Clock network drawn from the DEF:
Scale bar: 20 µm.
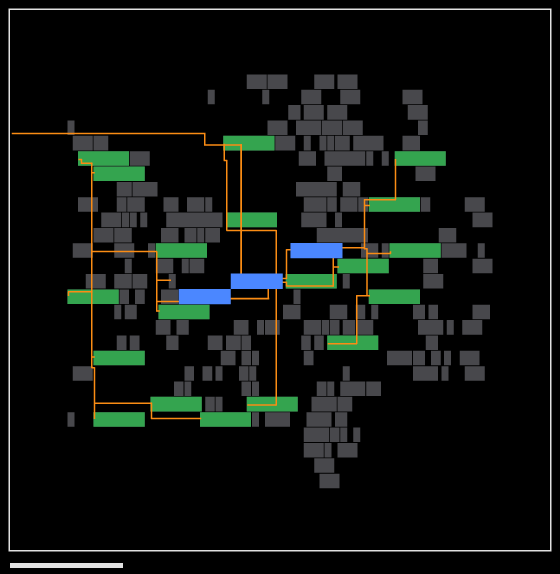
Logic cells by family:
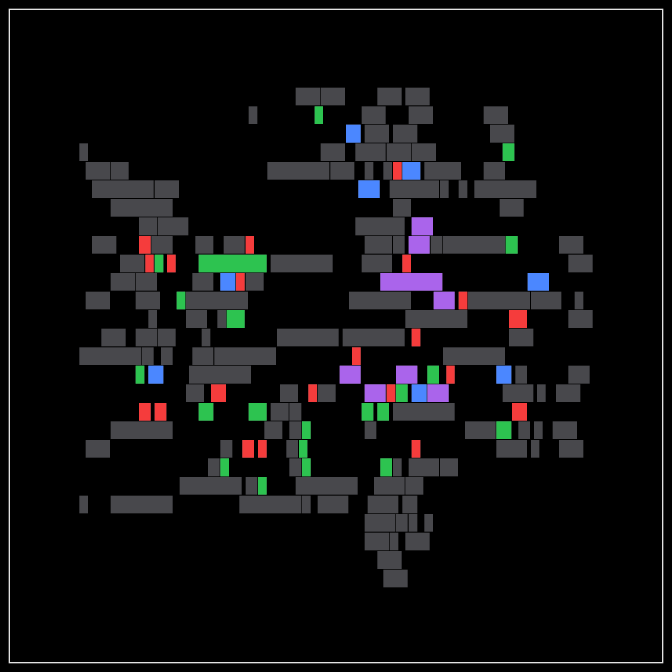
<file path="config.mk">
export PLATFORM = sky130hd
export DESIGN_NAME = dwc_upconv_wchan_pack_ctrl_flat
export DESIGN_NICKNAME = d
export VERILOG_FILES = /design/src/rtl/dwc_upconv_wchan_pack_ctrl_pkg.sv /design/src/rtl/dwc_upconv_wchan_pack_ctrl_if.sv /design/src/rtl/dwc_upconv_wchan_pack_ctrl_lane_tracker.sv /design/src/rtl/dwc_upconv_wchan_pack_ctrl.sv /design/src/flat_wrapper.sv
export SDC_FILE = /design/constraint.sdc
export NUM_CORES = 1
export LEC_CHECK = 0
export CAP_MARGIN = 20
export CORE_MARGIN = 10
export CORE_UTILIZATION = 24
export CTS_BUF_LIST = sky130_fd_sc_hd__clkbuf_16
export DETAILED_ROUTE_END_ITERATION = 6
export PLACE_DENSITY_LB_ADDON = 0.1
export SLEW_MARGIN = 20
export SYNTH_ARGS = -nofsm -noshare
export SYNTH_HDL_FRONTEND = slang
export SYNTH_SLANG_ARGS = --single-unit
export TNS_END_PERCENT = 1
</file>
<file path="constraint.sdc">
create_clock -name clk -period 2.39 [get_ports clk]
set_input_delay 0.239 -clock clk [delete_from_list [all_inputs] [get_ports clk]]
set_output_delay 0.239 -clock clk [all_outputs]
set_load 0.02 [all_outputs]
</file>
<file path="src/rtl/dwc_upconv_wchan_pack_ctrl_pkg.sv">
// Shared definitions for the W-channel up-converter pack controller:
// FSM state encoding, offset/counter widths and the lane-mask helper.
package dwc_upconv_wchan_pack_ctrl_pkg;

  typedef enum logic [2:0] {
    ST_IDLE   = 3'd0,
    ST_LOAD   = 3'd1,
    ST_ACCEPT = 3'd2,
    ST_FLUSH  = 3'd3,
    ST_DONE   = 3'd4
  } pack_state_e;

  localparam int OFFS_W     = 6;
  localparam int CNT_W      = 8;
  localparam int DEF_OBYTES = 8;

  // Byte offsets wrap inside one wide word, so the mask is OBYTES-1.
  function automatic logic [OFFS_W-1:0] lane_mask(input int obytes);
    return OFFS_W'(obytes - 1);
  endfunction

endpackage

</file>
<file path="src/rtl/dwc_upconv_wchan_pack_ctrl_if.sv">
// Command, slave-W, master-W and pack-control bundle of the pack controller.
// The slave modport is the controller view; master is the surrounding datapath.
interface dwc_upconv_wchan_pack_ctrl_if;
  import dwc_upconv_wchan_pack_ctrl_pkg::*;

  logic              hold_reg_empty;
  logic              hold_get_next_data;
  logic [OFFS_W-1:0] addr;
  logic [OFFS_W-1:0] size_shifted;
  logic [OFFS_W-1:0] mask_addr;
  logic [CNT_W-1:0]  wlen_mst;
  logic              fixed_flag;
  logic              extend_tx;
  logic              s_wvalid;
  logic              s_wlast;
  logic              s_wready;
  logic              pack_en;
  logic [OFFS_W-1:0] pack_lane;
  logic              pack_clr;
  logic              m_wvalid;
  logic              m_wlast;
  logic              m_wready;
  logic              err_early_last;

  modport master (
    output hold_reg_empty, addr, size_shifted, mask_addr, wlen_mst,
           fixed_flag, extend_tx, s_wvalid, s_wlast, m_wready,
    input  hold_get_next_data, s_wready, pack_en, pack_lane, pack_clr,
           m_wvalid, m_wlast, err_early_last
  );

  modport slave (
    input  hold_reg_empty, addr, size_shifted, mask_addr, wlen_mst,
           fixed_flag, extend_tx, s_wvalid, s_wlast, m_wready,
    output hold_get_next_data, s_wready, pack_en, pack_lane, pack_clr,
           m_wvalid, m_wlast, err_early_last
  );

endinterface

</file>
<file path="src/rtl/dwc_upconv_wchan_pack_ctrl_lane_tracker.sv">
// Byte-lane tracker: holds the current lane offset inside the wide word and
// computes the following lane plus the word-wrap carry.
module upconv_lane_tracker
  import dwc_upconv_wchan_pack_ctrl_pkg::*;
#(
  parameter int OBYTES = DEF_OBYTES
) (
  input  logic              clk,
  input  logic              rst,
  input  logic              load,
  input  logic              advance,
  input  logic [OFFS_W-1:0] addr,
  input  logic [OFFS_W-1:0] mask_addr,
  input  logic [OFFS_W-1:0] size_shifted,
  input  logic              fixed_flag,
  output logic [OFFS_W-1:0] offset,
  output logic              carry
);

  localparam logic [OFFS_W-1:0] LANE_MASK = lane_mask(OBYTES);

  logic [OFFS_W-1:0] offset_r;
  logic [OFFS_W-1:0] next_s;
  logic              carry_s;

  // Next lane: FIXED bursts reuse the lane, otherwise step by beat size and wrap.
  always_comb begin
    if (fixed_flag) begin
      next_s  = offset_r;
      carry_s = 1'b0;
    end else begin
      next_s  = (offset_r + size_shifted) & LANE_MASK;
      carry_s = (next_s == {OFFS_W{1'b0}});
    end
  end

  // Offset register: loaded from the entry start address, then stepped per beat.
  always_ff @(posedge clk or negedge rst) begin
    if (!rst) begin
      offset_r <= {OFFS_W{1'b0}};
    end else if (load) begin
      offset_r <= addr & mask_addr & LANE_MASK;
    end else if (advance) begin
      offset_r <= next_s;
    end
  end

  assign offset = offset_r;
  assign carry  = carry_s;

endmodule

</file>
<file path="src/rtl/dwc_upconv_wchan_pack_ctrl.sv">
// Write-data up-converter sequencing: packs narrow slave W beats into wide
// master beats and retires the hold-register entry after its last master beat.
module dwc_upconv_wchan_pack_ctrl
  import dwc_upconv_wchan_pack_ctrl_pkg::*;
#(
  parameter int DATA_WIDTH_IN  = 32,
  parameter int DATA_WIDTH_OUT = 64
) (
  input logic                          clk,
  input logic                          rst,
  dwc_upconv_wchan_pack_ctrl_if.slave  bus
);

  localparam int OBYTES = DATA_WIDTH_OUT / 32'd8;

  if ((DATA_WIDTH_OUT < DATA_WIDTH_IN) || (DATA_WIDTH_OUT > 32'd512) ||
      ((DATA_WIDTH_OUT & (DATA_WIDTH_OUT - 32'd1)) != 32'd0)) begin : g_cfg_check
    $error("dwc_upconv_wchan_pack_ctrl: unsupported data width configuration");
  end

  pack_state_e       state_r;
  logic [CNT_W-1:0]  mst_cnt_r;
  logic              s_wready_r;
  logic              m_wvalid_r;
  logic              m_wlast_r;
  logic              pack_clr_r;
  logic              hold_get_r;

  logic [OFFS_W-1:0] offset_s;
  logic              carry_s;
  logic              eff_last_s;
  logic              last_s;
  logic              s_hs_s;
  logic              m_hs_s;
  logic              word_done_s;
  logic              early_s;
  logic              load_s;
  logic              advance_s;
  logic [OFFS_W-1:0] lane_s;

  upconv_lane_tracker #(
    .OBYTES (OBYTES)
  ) u_lane_tracker (
    .clk          (clk),
    .rst          (rst),
    .load         (load_s),
    .advance      (advance_s),
    .addr         (bus.addr),
    .mask_addr    (bus.mask_addr),
    .size_shifted (bus.size_shifted),
    .fixed_flag   (bus.fixed_flag),
    .offset       (offset_s),
    .carry        (carry_s)
  );

  // Handshake decode; an extended entry ignores s_wlast and ends on the beat count.
  always_comb begin
    eff_last_s = bus.s_wlast & ~bus.extend_tx;
    last_s     = (mst_cnt_r == bus.wlen_mst) | eff_last_s;
    m_hs_s     = m_wvalid_r & bus.m_wready;
    load_s     = (state_r == ST_LOAD);
    if ((state_r == ST_ACCEPT) && bus.s_wvalid) begin
      s_hs_s      = 1'b1;
      lane_s      = offset_s;
      word_done_s = bus.fixed_flag | carry_s | eff_last_s;
      early_s     = eff_last_s & (mst_cnt_r < bus.wlen_mst);
    end else begin
      s_hs_s      = 1'b0;
      lane_s      = {OFFS_W{1'b0}};
      word_done_s = 1'b0;
      early_s     = 1'b0;
    end
    advance_s = (s_hs_s & ~word_done_s) | (m_hs_s & ~m_wlast_r);
  end

  // Sequencing FSM with registered Moore outputs; m_wlast_r doubles as last_beat.
  always_ff @(posedge clk or negedge rst) begin
    if (!rst) begin
      state_r    <= ST_IDLE;
      mst_cnt_r  <= {CNT_W{1'b0}};
      s_wready_r <= 1'b0;
      m_wvalid_r <= 1'b0;
      m_wlast_r  <= 1'b0;
      pack_clr_r <= 1'b0;
      hold_get_r <= 1'b0;
    end else begin
      pack_clr_r <= 1'b0;
      hold_get_r <= 1'b0;
      case (state_r)
        ST_IDLE: begin
          if (!bus.hold_reg_empty) begin
            state_r    <= ST_LOAD;
            pack_clr_r <= 1'b1;
          end
        end
        ST_LOAD: begin
          mst_cnt_r  <= {CNT_W{1'b0}};
          s_wready_r <= 1'b1;
          state_r    <= ST_ACCEPT;
        end
        ST_ACCEPT: begin
          if (s_hs_s && word_done_s) begin
            s_wready_r <= 1'b0;
            m_wvalid_r <= 1'b1;
            m_wlast_r  <= last_s;
            state_r    <= ST_FLUSH;
          end
        end
        ST_FLUSH: begin
          if (m_hs_s) begin
            m_wvalid_r <= 1'b0;
            m_wlast_r  <= 1'b0;
            pack_clr_r <= 1'b1;
            if (m_wlast_r) begin
              hold_get_r <= 1'b1;
              state_r    <= ST_DONE;
            end else begin
              mst_cnt_r  <= mst_cnt_r + 8'd1;
              s_wready_r <= 1'b1;
              state_r    <= ST_ACCEPT;
            end
          end
        end
        ST_DONE: begin
          state_r <= ST_IDLE;
        end
        default: begin
          state_r    <= ST_IDLE;
          s_wready_r <= 1'b0;
          m_wvalid_r <= 1'b0;
          m_wlast_r  <= 1'b0;
        end
      endcase
    end
  end

  assign bus.hold_get_next_data = hold_get_r;
  assign bus.s_wready           = s_wready_r;
  assign bus.pack_en            = s_hs_s;
  assign bus.pack_lane          = lane_s;
  assign bus.pack_clr           = pack_clr_r;
  assign bus.m_wvalid           = m_wvalid_r;
  assign bus.m_wlast            = m_wlast_r;
  assign bus.err_early_last     = early_s;

endmodule

</file>
<file path="src/flat_wrapper.sv">
// flat-port wrapper written by rule: the top's interface ports become plain ports
module dwc_upconv_wchan_pack_ctrl_flat import dwc_upconv_wchan_pack_ctrl_pkg::*;
#(
  parameter int DATA_WIDTH_IN  = 32,
  parameter int DATA_WIDTH_OUT = 64
)
  (clk, rst, bus_hold_reg_empty, bus_addr, bus_size_shifted, bus_mask_addr, bus_wlen_mst, bus_fixed_flag, bus_extend_tx, bus_s_wvalid, bus_s_wlast, bus_m_wready, bus_hold_get_next_data, bus_s_wready, bus_pack_en, bus_pack_lane, bus_pack_clr, bus_m_wvalid, bus_m_wlast, bus_err_early_last);
  dwc_upconv_wchan_pack_ctrl_if bus_i ();
  input logic clk;
  input logic rst;
  input wire logic [$bits(bus_i.hold_reg_empty)-1:0] bus_hold_reg_empty;
  input wire logic [$bits(bus_i.addr)-1:0] bus_addr;
  input wire logic [$bits(bus_i.size_shifted)-1:0] bus_size_shifted;
  input wire logic [$bits(bus_i.mask_addr)-1:0] bus_mask_addr;
  input wire logic [$bits(bus_i.wlen_mst)-1:0] bus_wlen_mst;
  input wire logic [$bits(bus_i.fixed_flag)-1:0] bus_fixed_flag;
  input wire logic [$bits(bus_i.extend_tx)-1:0] bus_extend_tx;
  input wire logic [$bits(bus_i.s_wvalid)-1:0] bus_s_wvalid;
  input wire logic [$bits(bus_i.s_wlast)-1:0] bus_s_wlast;
  input wire logic [$bits(bus_i.m_wready)-1:0] bus_m_wready;
  output wire logic [$bits(bus_i.hold_get_next_data)-1:0] bus_hold_get_next_data;
  output wire logic [$bits(bus_i.s_wready)-1:0] bus_s_wready;
  output wire logic [$bits(bus_i.pack_en)-1:0] bus_pack_en;
  output wire logic [$bits(bus_i.pack_lane)-1:0] bus_pack_lane;
  output wire logic [$bits(bus_i.pack_clr)-1:0] bus_pack_clr;
  output wire logic [$bits(bus_i.m_wvalid)-1:0] bus_m_wvalid;
  output wire logic [$bits(bus_i.m_wlast)-1:0] bus_m_wlast;
  output wire logic [$bits(bus_i.err_early_last)-1:0] bus_err_early_last;
  assign bus_i.hold_reg_empty = bus_hold_reg_empty;
  assign bus_i.addr = bus_addr;
  assign bus_i.size_shifted = bus_size_shifted;
  assign bus_i.mask_addr = bus_mask_addr;
  assign bus_i.wlen_mst = bus_wlen_mst;
  assign bus_i.fixed_flag = bus_fixed_flag;
  assign bus_i.extend_tx = bus_extend_tx;
  assign bus_i.s_wvalid = bus_s_wvalid;
  assign bus_i.s_wlast = bus_s_wlast;
  assign bus_i.m_wready = bus_m_wready;
  assign bus_hold_get_next_data = bus_i.hold_get_next_data;
  assign bus_s_wready = bus_i.s_wready;
  assign bus_pack_en = bus_i.pack_en;
  assign bus_pack_lane = bus_i.pack_lane;
  assign bus_pack_clr = bus_i.pack_clr;
  assign bus_m_wvalid = bus_i.m_wvalid;
  assign bus_m_wlast = bus_i.m_wlast;
  assign bus_err_early_last = bus_i.err_early_last;
  dwc_upconv_wchan_pack_ctrl #(.DATA_WIDTH_IN(DATA_WIDTH_IN), .DATA_WIDTH_OUT(DATA_WIDTH_OUT)) u_core (.clk(clk), .rst(rst), .bus(bus_i));
endmodule
</file>
==> results.json <==
{
  "status": "finished, final reports clean",
  "hold_class": "in -> async",
  "reg2reg_slack_ns": 0.24,
  "synth_top_area_share": 0.346,
  "pg_seq_mw": 0.322,
  "drv_cap": 0,
  "yosys-top-cells-area": "dfrtp_1, ha_1, inv_1",
  "p_comb_frac": 0.119,
  "crit_chain": "clkdlybuf4s50_1, ha_1, inv_1, fa_1, xor3_2, a211oi_4, a31oi_2, o21ai_0, a22o_1",
  "muxShareOfSynthArea": 0.0255,
  "p_per_area_mw_per_mm2": 398,
  "final_cell_mix": "clkdlybuf4s50_1, dfrtp_1, inv_1, nor2_1, ha_1",
  "post-place-ws_ns": -0.147,
  "postRouteAntennaNets": 0,
  "globalRouteOverflowTotal": 0,
  "nets": 234,
  "sh_comb_area": 0.420,
  "grt_pass1_vias": 1222,
  "numCtsBuffers": 3,
  "placed_cell_area_mm2": 0.00180,
  "largest_register_ff_count": 8,
  "clockBufferCount": 3,
  "antenna_cells": 0,
  "arrival_ns": 2.40,
  "area_share_clock_buf_inv": 0.0416,
  "final_util": 0.342,
  "drt-met1-wl_um": 1670,
  "num-nonclk-buffers": 42,
  "flop_cell": "dfrtp_1",
  "synth_warnings": 0,
  "tightestPinTransition_ns": 0.760,
  "drt-total-wl_um": 3630,
  "fmax_mhz": 452,
  "initCoreUtil": 0.248,
  "grt.total_usage": 0.0818,
  "drt-wirelength-per-cell_um": 14.0,
  "dp_hpwl_um": 2900,
  "setup_viol": 0,
  "numSynthFlops": 19,
  "met2_usage": 0.130,
  "final_layout_size_suffix_gt1_frac": 0.117,
  "dominant_cells": "combinational gates",
  "mostFrequentLayoutCell": "clkdlybuf4s50_1",
  "grt_start_max_net_pins": 20,
  "yosysSeqAreaShare": 0.346,
  "synth.cellmix.simpleShare": 0.199,
  "worst_r2r_path_depth": 8,
  "seqCellArea_um2": 475,
  "p_sw_mw": 0.158,
  "r2r-start": "u_core.u_lane_tracker.offset[0]",
  "cts_buffer_depth": 2,
  "ys_area_mm2": 0.00137,
  "drc": 0,
  "rows": 27,
  "antenna_found_initial": 0,
  "grt_util_met3": 0.0314,
  "compound_area_frac": 0.168,
  "synth_area_leader_cell": "dfrtp_1",
  "flops": 19,
  "crit_start": "bus_size_shifted[0]",
  "intPower_mw": 0.597,
  "worstSetupPathType": "in -> reg",
  "cts_root_buffer": "clkbuf_16",
  "instances_no_fill": 260,
  "critical_path.top_delay_family": "AND-OR/OR-AND gates",
  "path_max_fanout": 4,
  "synth-edff-count": 0,
  "die-width_um": 95.7,
  "hold_buffers": 0,
  "regMostFlops": "u_core.mst_cnt_r",
  "crit_buf_inv": 2,
  "tapCellCount": 72,
  "powerComb_mw": 0.0902,
  "grt_pass1_wl_um": 6000,
  "path_depth": 9,
  "route.met3.wl_um": 233,
  "critPathCapture": "u_core.bus.m_wlast",
  "drt-initial-drc-count": 29,
  "topRoutingLayerUsed": "met4",
  "syn_avg_cell_area_um2": 9.35,
  "leakagePower_nw": 0.884,
  "first_pass_iters": 4,
  "port_buffers": 34,
  "common_cells": "dfrtp_1, inv_1, nor2_1, ha_1, nand2_1",
  "nonClockInverterCount": 15,
  "clock_latency_ns": 0.25,
  "cts_setup_buffers": 0,
  "peakVddDrop_mv": 0.332,
  "end_kind": "register",
  "fillCellCount": 596,
  "async_reset_ff_frac": 1.00,
  "fin_ws_ns": 0.179,
  "via_count": 1157,
  "top_power_group": "the clock network",
  "core_area_mm2": 0.00554,
  "yosysMostFrequentCell": "dfrtp_1",
  "use_met1": 0.102,
  "wl_met2_um": 1700,
  "warning_count": 35,
  "ctsResizeCount": 1,
  "sequentialPowerShare": 0.426,
  "io_pins": 47,
  "logic_gate_count": 108,
  "ys_types": 46,
  "finalHoldViolCount": 0,
  "clk_pin_slew_ns": 0.05,
  "fin_crit_sh": 0.925,
  "ys_cells": 147,
  "syn_area_mm2": 0.00137,
  "slew_headroom": 0.480,
  "switching_share": 0.210,
  "rsz0062_at_grt": "false",
  "maxSlewViolCount": 0,
  "chipArea_mm2": 0.00915,
  "cts_tree": "yes",
  "htree_num_levels": 1,
  "grt_busiest_layer": "met2",
  "reg2reg_to": "u_core.bus.m_wlast",
  "cp.required_ns": 2.58,
  "power_mw": 0.755,
  "seq_area_frac": 0.251,
  "ys_sh_xor": 0.0628
}
Back to the opening pictures, 'clock network drawn from the DEF':
[blue] clock-net drivers | count: 3
[green] flip-flops | count: 19
[orange] clock wires | length: 338 µm
routed clock nets: 4
Worst Skew: 0.00180 ns
Clk network pwr share: 0.454

Back to the opening pictures, 'logic cells by family':
| colour | family | cells | most used |
|---|---|---|---|
| blue | and/or cells | 8 | and3_1 |
| green | nand cells | 21 | nand2_1 |
| red | nor cells | 21 | nor2_1 |
| purple | xor and xnor cells | 8 | xor2_1 |

Power is estimated from default activity; no workload was simulated.
